===== src/rtl/vga_timing_pkg.sv =====
// -----------------------------------------------------------------------------
// vga_pkg
//   Shared definitions for the VGA raster timing generator.
//   - vga_phase_t : per-axis raster phase (ACTIVE -> FRONT -> SYNC -> BACK).
//   - DEF_*       : default 640x480@60 timing (pixel clocks / lines) and the
//                   default coordinate counter width.
//   - axis_total  : sum of the four phase lengths of one axis.
// -----------------------------------------------------------------------------
package vga_pkg;

    typedef enum logic [1:0] {
        ACTIVE = 2'd0,
        FRONT  = 2'd1,
        SYNC   = 2'd2,
        BACK   = 2'd3
    } vga_phase_t;

    localparam int DEF_H_ACTIVE = 640;
    localparam int DEF_H_FP     = 16;
    localparam int DEF_H_SYNC   = 96;
    localparam int DEF_H_BP     = 48;

    localparam int DEF_V_ACTIVE = 480;
    localparam int DEF_V_FP     = 10;
    localparam int DEF_V_SYNC   = 2;
    localparam int DEF_V_BP     = 33;

    // Wide enough for 800-1 and 525-1.
    localparam int DEF_CNT_W    = 10;

    function automatic int axis_total(input int act, input int fp,
                                      input int syn, input int bp);
        return act + fp + syn + bp;
    endfunction

endpackage


===== src/rtl/vga_timing_axis.sv =====
// -----------------------------------------------------------------------------
// vga_axis
//   One raster axis: a wrapping position counter plus its phase FSM.
//   Used twice by vga_timing, once per pixel (H) and once per line (V).
//
//   Parameters:
//     ACTIVE_LEN, FP_LEN, SYNC_LEN, BP_LEN : phase lengths in counter steps
//     CNT_W                                : counter width (must hold total-1)
//   Ports:
//     clk   in  : pixel clock
//     rst   in  : asynchronous active-high reset (counter 0, phase ACTIVE)
//     adv   in  : advance the counter by one step this clock
//     cnt   out : current counter value, 0..total-1
//     phase out : current phase, always consistent with cnt
//     wrap  out : high when this clock advances cnt from total-1 back to 0
// -----------------------------------------------------------------------------
module vga_axis
    import vga_pkg::*;
#(
    parameter int ACTIVE_LEN = DEF_H_ACTIVE,
    parameter int FP_LEN     = DEF_H_FP,
    parameter int SYNC_LEN   = DEF_H_SYNC,
    parameter int BP_LEN     = DEF_H_BP,
    parameter int CNT_W      = DEF_CNT_W
) (
    input  logic             clk,
    input  logic             rst,
    input  logic             adv,
    output logic [CNT_W-1:0] cnt,
    output vga_phase_t       phase,
    output logic             wrap
);

    localparam int TOTAL = axis_total(ACTIVE_LEN, FP_LEN, SYNC_LEN, BP_LEN);

    // Counter values at which the next phase begins.
    localparam logic [CNT_W-1:0] LAST    = CNT_W'(TOTAL - 1);
    localparam logic [CNT_W-1:0] B_FRONT = CNT_W'(ACTIVE_LEN);
    localparam logic [CNT_W-1:0] B_SYNC  = CNT_W'(ACTIVE_LEN + FP_LEN);
    localparam logic [CNT_W-1:0] B_BACK  = CNT_W'(ACTIVE_LEN + FP_LEN + SYNC_LEN);

    logic [CNT_W-1:0] cnt_q;
    logic [CNT_W-1:0] cnt_d;
    vga_phase_t       phase_q;
    vga_phase_t       phase_d;
    logic             at_last;

    assign at_last = (cnt_q == LAST);

    // State register: counter and phase move together.
    always_ff @(posedge clk or posedge rst) begin
        if (rst) begin
            cnt_q   <= '0;
            phase_q <= ACTIVE;
        end else begin
            cnt_q   <= cnt_d;
            phase_q <= phase_d;
        end
    end

    // Next state: the phase steps when the *next* counter value reaches the
    // start of the following phase, so phase_q always describes cnt_q.
    always_comb begin
        cnt_d   = cnt_q;
        phase_d = phase_q;
        if (adv) begin
            cnt_d = at_last ? '0 : cnt_q + 1'b1;
            case (phase_q)
                ACTIVE:  if (cnt_d == B_FRONT) phase_d = FRONT;
                FRONT:   if (cnt_d == B_SYNC)  phase_d = SYNC;
                SYNC:    if (cnt_d == B_BACK)  phase_d = BACK;
                BACK:    if (cnt_d == '0)      phase_d = ACTIVE;
                default:                       phase_d = ACTIVE;
            endcase
        end
    end

    // Outputs.
    always_comb begin
        cnt   = cnt_q;
        phase = phase_q;
        wrap  = adv & at_last;
    end

endmodule


===== src/rtl/vga_timing.sv =====
// -----------------------------------------------------------------------------
// vga_timing
//   Raster timing generator for a 640x480@60 display on the ~25 MHz pixel
//   clock. Produces sync, data-enable and raw pixel coordinates; all outputs
//   are registered one clock behind the internal counter/phase state.
//
//   Ports:
//     clk         in  : pixel clock
//     rst         in  : asynchronous active-high reset
//     hsync       out : horizontal sync, active-low
//     vsync       out : vertical sync, active-low
//     de          out : visible-area enable
//     x, y        out : raw H/V counter values (not clamped; gate on de)
//     line_start  out : one-cycle pulse at x==0
//     frame_start out : one-cycle pulse at x==0, y==0
//
//   Build option VGA_TIMING_PIPE_EN: hsync, vsync, de, line_start and
//   frame_start get one extra register stage, so x/y lead them by one clock
//   (for a colour generator with a one-cycle registered lookup).
// -----------------------------------------------------------------------------
module vga_timing
    import vga_pkg::*;
#(
    parameter int H_ACTIVE = DEF_H_ACTIVE,
    parameter int H_FP     = DEF_H_FP,
    parameter int H_SYNC   = DEF_H_SYNC,
    parameter int H_BP     = DEF_H_BP,
    parameter int V_ACTIVE = DEF_V_ACTIVE,
    parameter int V_FP     = DEF_V_FP,
    parameter int V_SYNC   = DEF_V_SYNC,
    parameter int V_BP     = DEF_V_BP,
    parameter int CNT_W    = DEF_CNT_W
) (
    input  logic             clk,
    input  logic             rst,
    output logic             hsync,
    output logic             vsync,
    output logic             de,
    output logic [CNT_W-1:0] x,
    output logic [CNT_W-1:0] y,
    output logic             line_start,
    output logic             frame_start
);

    logic [CNT_W-1:0] h_cnt;
    logic [CNT_W-1:0] v_cnt;
    vga_phase_t       h_phase;
    vga_phase_t       v_phase;
    logic             h_wrap;
    logic             v_wrap_unused;

    vga_axis #(
        .ACTIVE_LEN (H_ACTIVE),
        .FP_LEN     (H_FP),
        .SYNC_LEN   (H_SYNC),
        .BP_LEN     (H_BP),
        .CNT_W      (CNT_W)
    ) u_h_axis (
        .clk   (clk),
        .rst   (rst),
        .adv   (1'b1),
        .cnt   (h_cnt),
        .phase (h_phase),
        .wrap  (h_wrap)
    );

    // Lines advance on the pixel-counter wrap, so V phase changes (and the
    // vsync edges) always coincide with hcnt returning to 0.
    vga_axis #(
        .ACTIVE_LEN (V_ACTIVE),
        .FP_LEN     (V_FP),
        .SYNC_LEN   (V_SYNC),
        .BP_LEN     (V_BP),
        .CNT_W      (CNT_W)
    ) u_v_axis (
        .clk   (clk),
        .rst   (rst),
        .adv   (h_wrap),
        .cnt   (v_cnt),
        .phase (v_phase),
        .wrap  (v_wrap_unused)
    );

    logic hsync_p1;
    logic vsync_p1;
    logic de_p1;
    logic line_start_p1;
    logic frame_start_p1;

    // ---- stage p1: decode counter/phase state into registered outputs ----
    always_ff @(posedge clk or posedge rst) begin
        if (rst) begin
            hsync_p1       <= 1'b1;
            vsync_p1       <= 1'b1;
            de_p1          <= 1'b0;
            line_start_p1  <= 1'b0;
            frame_start_p1 <= 1'b0;
            x              <= '0;
            y              <= '0;
        end else begin
            hsync_p1       <= (h_phase != SYNC);
            vsync_p1       <= (v_phase != SYNC);
            de_p1          <= (h_phase == ACTIVE) && (v_phase == ACTIVE);
            line_start_p1  <= (h_cnt == '0);
            frame_start_p1 <= (h_cnt == '0) && (v_cnt == '0);
            x              <= h_cnt;
            y              <= v_cnt;
        end
    end

`ifdef VGA_TIMING_PIPE_EN
    logic hsync_p2;
    logic vsync_p2;
    logic de_p2;
    logic line_start_p2;
    logic frame_start_p2;

    // ---- stage p2: control signals delayed one more clock; x/y are not ----
    always_ff @(posedge clk or posedge rst) begin
        if (rst) begin
            hsync_p2       <= 1'b1;
            vsync_p2       <= 1'b1;
            de_p2          <= 1'b0;
            line_start_p2  <= 1'b0;
            frame_start_p2 <= 1'b0;
        end else begin
            hsync_p2       <= hsync_p1;
            vsync_p2       <= vsync_p1;
            de_p2          <= de_p1;
            line_start_p2  <= line_start_p1;
            frame_start_p2 <= frame_start_p1;
        end
    end

    assign hsync       = hsync_p2;
    assign vsync       = vsync_p2;
    assign de          = de_p2;
    assign line_start  = line_start_p2;
    assign frame_start = frame_start_p2;
`else
    assign hsync       = hsync_p1;
    assign vsync       = vsync_p1;
    assign de          = de_p1;
    assign line_start  = line_start_p1;
    assign frame_start = frame_start_p1;
`endif

endmodule


===== config.mk =====
export PLATFORM = sky130hd
export DESIGN_NAME = vga_timing
export DESIGN_NICKNAME = d
export VERILOG_FILES = /design/src/rtl/vga_timing_pkg.sv /design/src/rtl/vga_timing_axis.sv /design/src/rtl/vga_timing.sv
export SDC_FILE = /design/constraint.sdc
export NUM_CORES = 1
export LEC_CHECK = 0
export CAP_MARGIN = 20
export CORE_MARGIN = 1.5
export CORE_UTILIZATION = 40
export DETAILED_ROUTE_END_ITERATION = 8
export PLACE_DENSITY = 0.62
export SLEW_MARGIN = 30
export SYNTH_ARGS = -nofsm -noshare
export SYNTH_HDL_FRONTEND = slang
export SYNTH_SLANG_ARGS = --single-unit
export TNS_END_PERCENT = 100

===== constraint.sdc =====
create_clock -name clk -period 2.99 [get_ports clk]
set_input_delay 0.897 -clock clk [delete_from_list [all_inputs] [get_ports clk]]
set_output_delay 0.897 -clock clk [all_outputs]
set_load 0.01 [all_outputs]

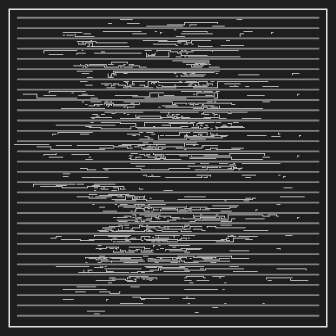
run_1/met1.png
Supply wires on this layer in grey.
share of all routed wire	48%
longest straight run	28.1 µm
nets with wire on the layer	251
main direction	horizontal
wire length on this layer	2,520 µm
final wirelength: 5208 µm
met1 Resource Use GR: 23.92%
vias after detailed routing: 1,953

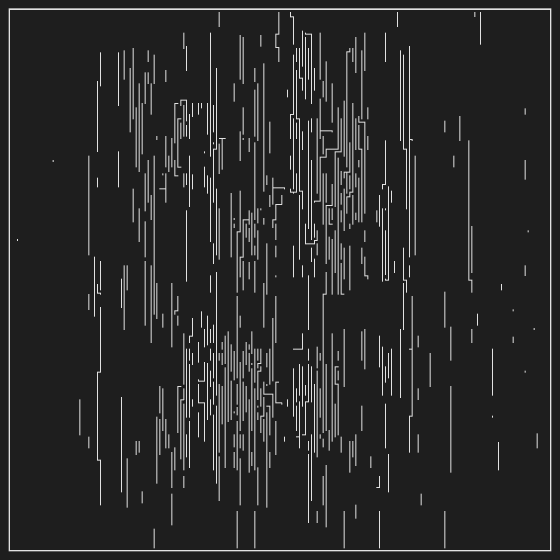
run_1/met2.png
share of all routed wire	45%
longest straight run	32.6 µm
nets with wire on the layer	233

==> results.txt, run 1 <==
fresh numbers from the pnr run: CTS Buf Count=5, met3 Use GR=3.660%, RR Endpoint=u_v_axis.phase[1]$_DFFE_PP0P_, final std cells w/o fill=352, Clock Buffer Count=7, DP Area=0.002908 mm², CTS tree=built, CP startpoint=u_v_axis.cnt[0]$_DFFE_PP0N_, Final Max-Slew Violation Tally=0, PortBufs=26, hold crit path type=flop to flop, CP Max Fanout=9, Worst Hold Path EP=x[1]$_DFF_PP0_, top cells, area=dfrtp_1, ha_1, nand2_1, Top Layout Cells=dfrtp_1, clkdlybuf4s50_1, nand2_1, CP startpoint kind=flop, met2 Track Usage GR=between 20 and 25%, Reg power frac=between 60 and 70%, P_sw=215.5 µW, Die Wd=83.66 µm, status=complete, no violations, Syn Inst Count=255, seq_cells=49, Fmax=378.9 MHz, max-cap viol count=0, chip height=83.66 µm, Comb area share=40.37%, Plain + repair buffers=33, pre-CTS setup slack=around 0.38 ns, Clock Pin Slew Worst Setup and Hold Paths=roughly 0.080 ns, Setup WS post-layout=around 0.35 ns, Placeable Area=0.006314 mm², vias in the first global route=1,753, DR top layer=met4, DRC=0, Flop area=~0.0012 mm²
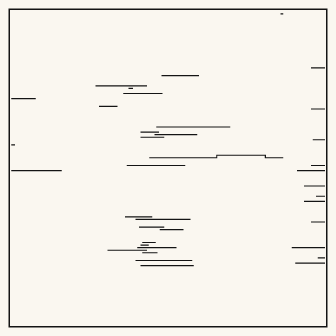
run_1/met3.png
nets with wire on the layer	34
wire length on this layer	297 µm
share of all routed wire	5.7%
longest straight run	19.3 µm

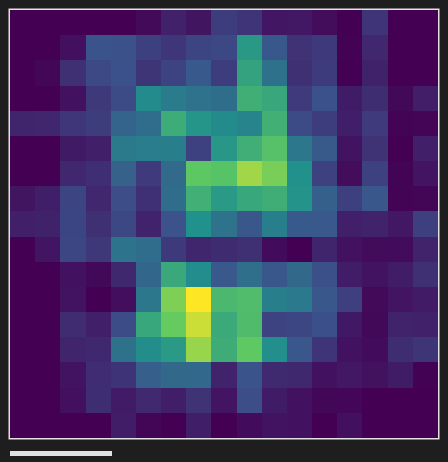
run_1/wire_density.png
The bar under the picture is 20 µm long. The die is cut into 17 by 17 equal tiles; dark purple is low, yellow is high, scaled to the fullest tile. Values are wire area over tile area, all layers added.
nearly empty tiles	22%
emptiest ninth of the die	bottom right
densest ninth of the die	middle
mean over tiles	0.12
tiles over half the peak	12%
fullest tile	0.59
post-DR wirelength/cell: 14.80 µm
overall global routing resource usage: 15.79%

==> run 1 -> run 2 <==
--- a/config.mk
+++ b/config.mk
@@ -8,6 +8,7 @@
 export CAP_MARGIN = 20
 export CORE_MARGIN = 1.5
 export CORE_UTILIZATION = 40
+export CTS_CLUSTER_SIZE = 20
 export DETAILED_ROUTE_END_ITERATION = 8
 export PLACE_DENSITY = 0.62
 export SLEW_MARGIN = 30
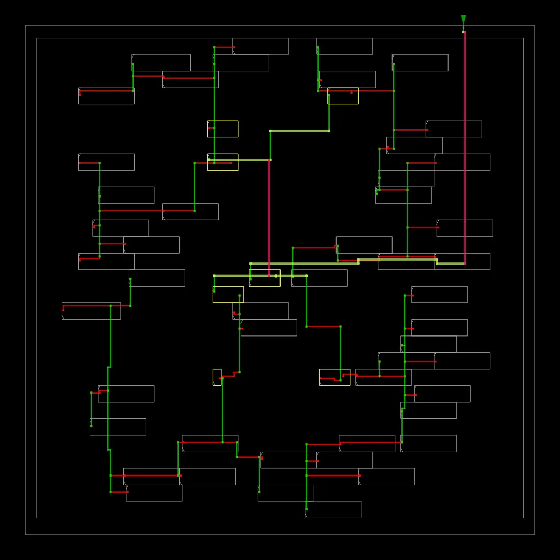
run_2/final_clocks.png
seq_cells: 49
Clk. pwr: 387 µW

==> run 2 against run 1 <==
Combinational power about the same. Sequential share of layout area unchanged. Global-route usage unchanged. Die area unchanged. Sequential power about the same. Flip-flop count unchanged. First-iteration DRC count unchanged. Non-clock buffer count unchanged. Clock skew unchanged.
==> results.txt, run 2 <==
fresh numbers from the pnr run: CP startpoint kind=flop, RR Endpoint=u_v_axis.phase[1]$_DFFE_PP0P_, Clock Pin Slew Worst Setup and Hold Paths=0.08 ns (about the same), pre-CTS setup slack=0.3770 ns (unchanged), # Cells Yosys=255, Post-synth top cells=dfrtp_1, nand2_1, o21ai_0, vias in the first global route=1,753 (unchanged), DRC=0 (unchanged), Placeable Area=0.006314 mm² (unchanged), tap cell count=just under 80, met3 Use GR=3.660% (unchanged), Fmax=378.9 MHz (unchanged), CTS tree=built, Final Max-Slew Violation Tally=0 (unchanged), overall global routing resource usage=15.79% (unchanged), chip height=83.66 µm (unchanged), PortBufs=26 (unchanged), Worst Hold Path EP=x[1]$_DFF_PP0_, Final Hold Vio Count=0, Setup WS post-layout=0.3508 ns (unchanged), Reg2Reg Depth=8, Plain + repair buffers=33 (unchanged), 1st-iter DRT viols=192, met1 Resource Use GR=23.92% (unchanged), max-cap viol count=0 (unchanged), Comb area share=40.37% (unchanged), met2 Track Usage GR=22.07% (unchanged), CTS Buf Count=5 (unchanged), top cells, area=dfrtp_1, ha_1, nand2_1, Commonest Layout Cell=dfrtp_1, Top Layout Cells=dfrtp_1, clkdlybuf4s50_1, nand2_1, power consumption=1065 µW, final std cells w/o fill=352 (unchanged), DP HPWL=between 3000 and 4000 µm, Clock Buffer Count=7 (unchanged), CP Max Fanout=9 (unchanged), LEAKAGE=roughly 0.0013 µW, DP Area=0.002908 mm² (unchanged), final wirelength=5208 µm (unchanged), vias per cell=5.548, hold crit path type=flop to flop, Syn Inst Count=255 (unchanged), post-DR wirelength/cell=14.80 µm (unchanged), P_sw=215.5 µW (unchanged), status=complete, no violations, Core Util, Final=47.42%, DR top layer=met4, Die Wd=83.66 µm (unchanged), Flop area=0.001229 mm² (unchanged), drt pass-1 iters=4, vias after detailed routing=1,953 (unchanged), CP startpoint=u_v_axis.cnt[0]$_DFFE_PP0N_, Reg power frac=62.1% (about the same)
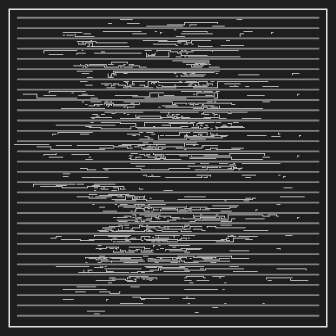
run_2/met1.png
Supply wires on this layer in grey.
share of all routed wire	48%
wire length on this layer	2,520 µm
main direction	horizontal
longest straight run	28.1 µm
nets with wire on the layer	251

==> run 2 -> run 3 <==
--- a/config.mk
+++ b/config.mk
@@ -11,6 +11,7 @@
 export CTS_CLUSTER_SIZE = 20
 export DETAILED_ROUTE_END_ITERATION = 8
 export PLACE_DENSITY = 0.62
+export SETUP_SLACK_MARGIN = 0.02
 export SLEW_MARGIN = 30
 export SYNTH_ARGS = -nofsm -noshare
 export SYNTH_HDL_FRONTEND = slang
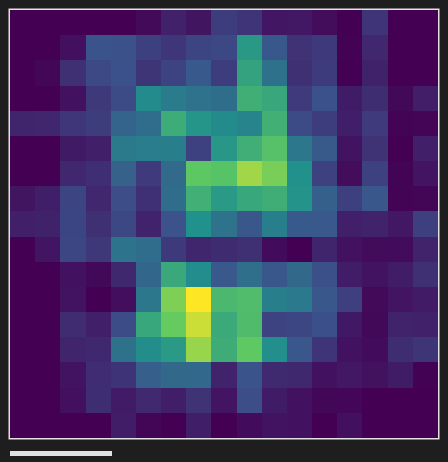
run_3/wire_density.png
The bar under the picture is 20 µm long. The die is cut into 17 by 17 equal tiles; dark purple is low, yellow is high, scaled to the fullest tile. Values are wire area over tile area, all layers added.
densest ninth of the die	middle
mean over tiles	0.12
fullest tile	0.59
emptiest ninth of the die	bottom right
tiles over half the peak	12%

==> run 3 against run 2 <==
Largest power group unchanged. Critical endpoint unchanged. Area after synthesis unchanged. Via count unchanged. Synthesized cell count unchanged. Critical path type unchanged. Final cell count unchanged.
==> results.txt, run 3 <==
fresh numbers from the pnr run: status=complete, no violations, LEAKAGE=0.001264 µW (unchanged), Top Layout Cells=dfrtp_1, clkdlybuf4s50_1, nand2_1, # Cells Yosys=255 (unchanged), top cells, area=dfrtp_1, ha_1, nand2_1, overall global routing resource usage=15.79% (unchanged), Placeable Area=0.006314 mm² (unchanged), Reg power frac=62.1% (about the same), Post-synth top cells=dfrtp_1, nand2_1, o21ai_0, CP startpoint=u_v_axis.cnt[0]$_DFFE_PP0N_, vias per cell=5.548 (unchanged), clk tree area frac=2.883%, final std cells w/o fill=352 (unchanged), Final Hold Vio Count=0 (unchanged), 1st-iter DRT viols=192 (unchanged), Final Wtd Congestion=0.8780, placed cell count=345, met3 Use GR=3.660% (unchanged), DR top layer=met4, DRC=0 (unchanged), DP HPWL=3597 µm (unchanged), Core Util, Final=47.42% (unchanged), met1 Resource Use GR=23.92% (unchanged), Final Max-Slew Violation Tally=0 (unchanged), cts hold-fix bufs=0, CP Max Fanout=9 (unchanged), PortBufs=26 (unchanged), Clock Tree Buf Depth=2, Root Buffer=clkbuf_8, CP startpoint kind=flop, max-cap viol count=0 (unchanged), met2 Track Usage GR=22.07% (unchanged), CTS tree=built, GR Overflow Total=0, FP Util=around two fifths, Syn Inst Count=255 (unchanged), Non-clock buffering overhead=10.87%, vias in the first global route=1,753 (unchanged), vias after detailed routing=1,953 (unchanged), CP max stage delay=0.57 ns, seq_cells=49 (unchanged), register-to-register setup slack=0.35 ns, pre-CTS setup slack=0.3770 ns (unchanged), P_sw=215.5 µW (unchanged), chip height=83.66 µm (unchanged), tap cell count=77 (unchanged), Comb area share=40.37% (unchanged), Die Wd=83.66 µm (unchanged), Plain + repair buffers=33 (unchanged), hold crit path type=flop to flop, WS Path Type=flop to flop, Worst Hold Path EP=x[1]$_DFF_PP0_, Reg2Reg Depth=8 (unchanged), Flop area=0.001229 mm² (unchanged), Met1 Wirelength=between 2000 and 3000 µm, Clock Buffer Count=7 (unchanged), final wirelength=5208 µm (unchanged), Fmax=378.9 MHz (unchanged), WL met3=296 µm, Setup WS post-layout=0.3508 ns (unchanged), power consumption=1065 µW (unchanged), Commonest Layout Cell=dfrtp_1, DP Area=0.002908 mm² (unchanged), Clock Pin Slew Worst Setup and Hold Paths=0.08 ns (about the same), RR Endpoint=u_v_axis.phase[1]$_DFFE_PP0P_, crit path to=u_v_axis.phase[1]$_DFFE_PP0P_, count leader, synth=dfrtp_1
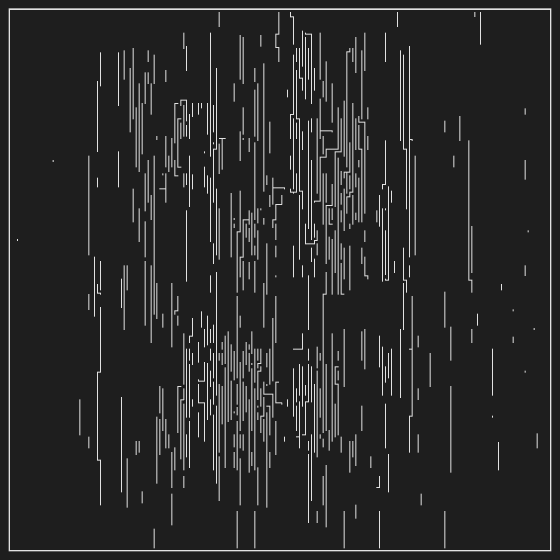
run_3/met2.png
wire length on this layer	2,330 µm
share of all routed wire	45%
main direction	vertical
longest straight run	32.6 µm

Power is estimated from default activity; no workload was simulated.
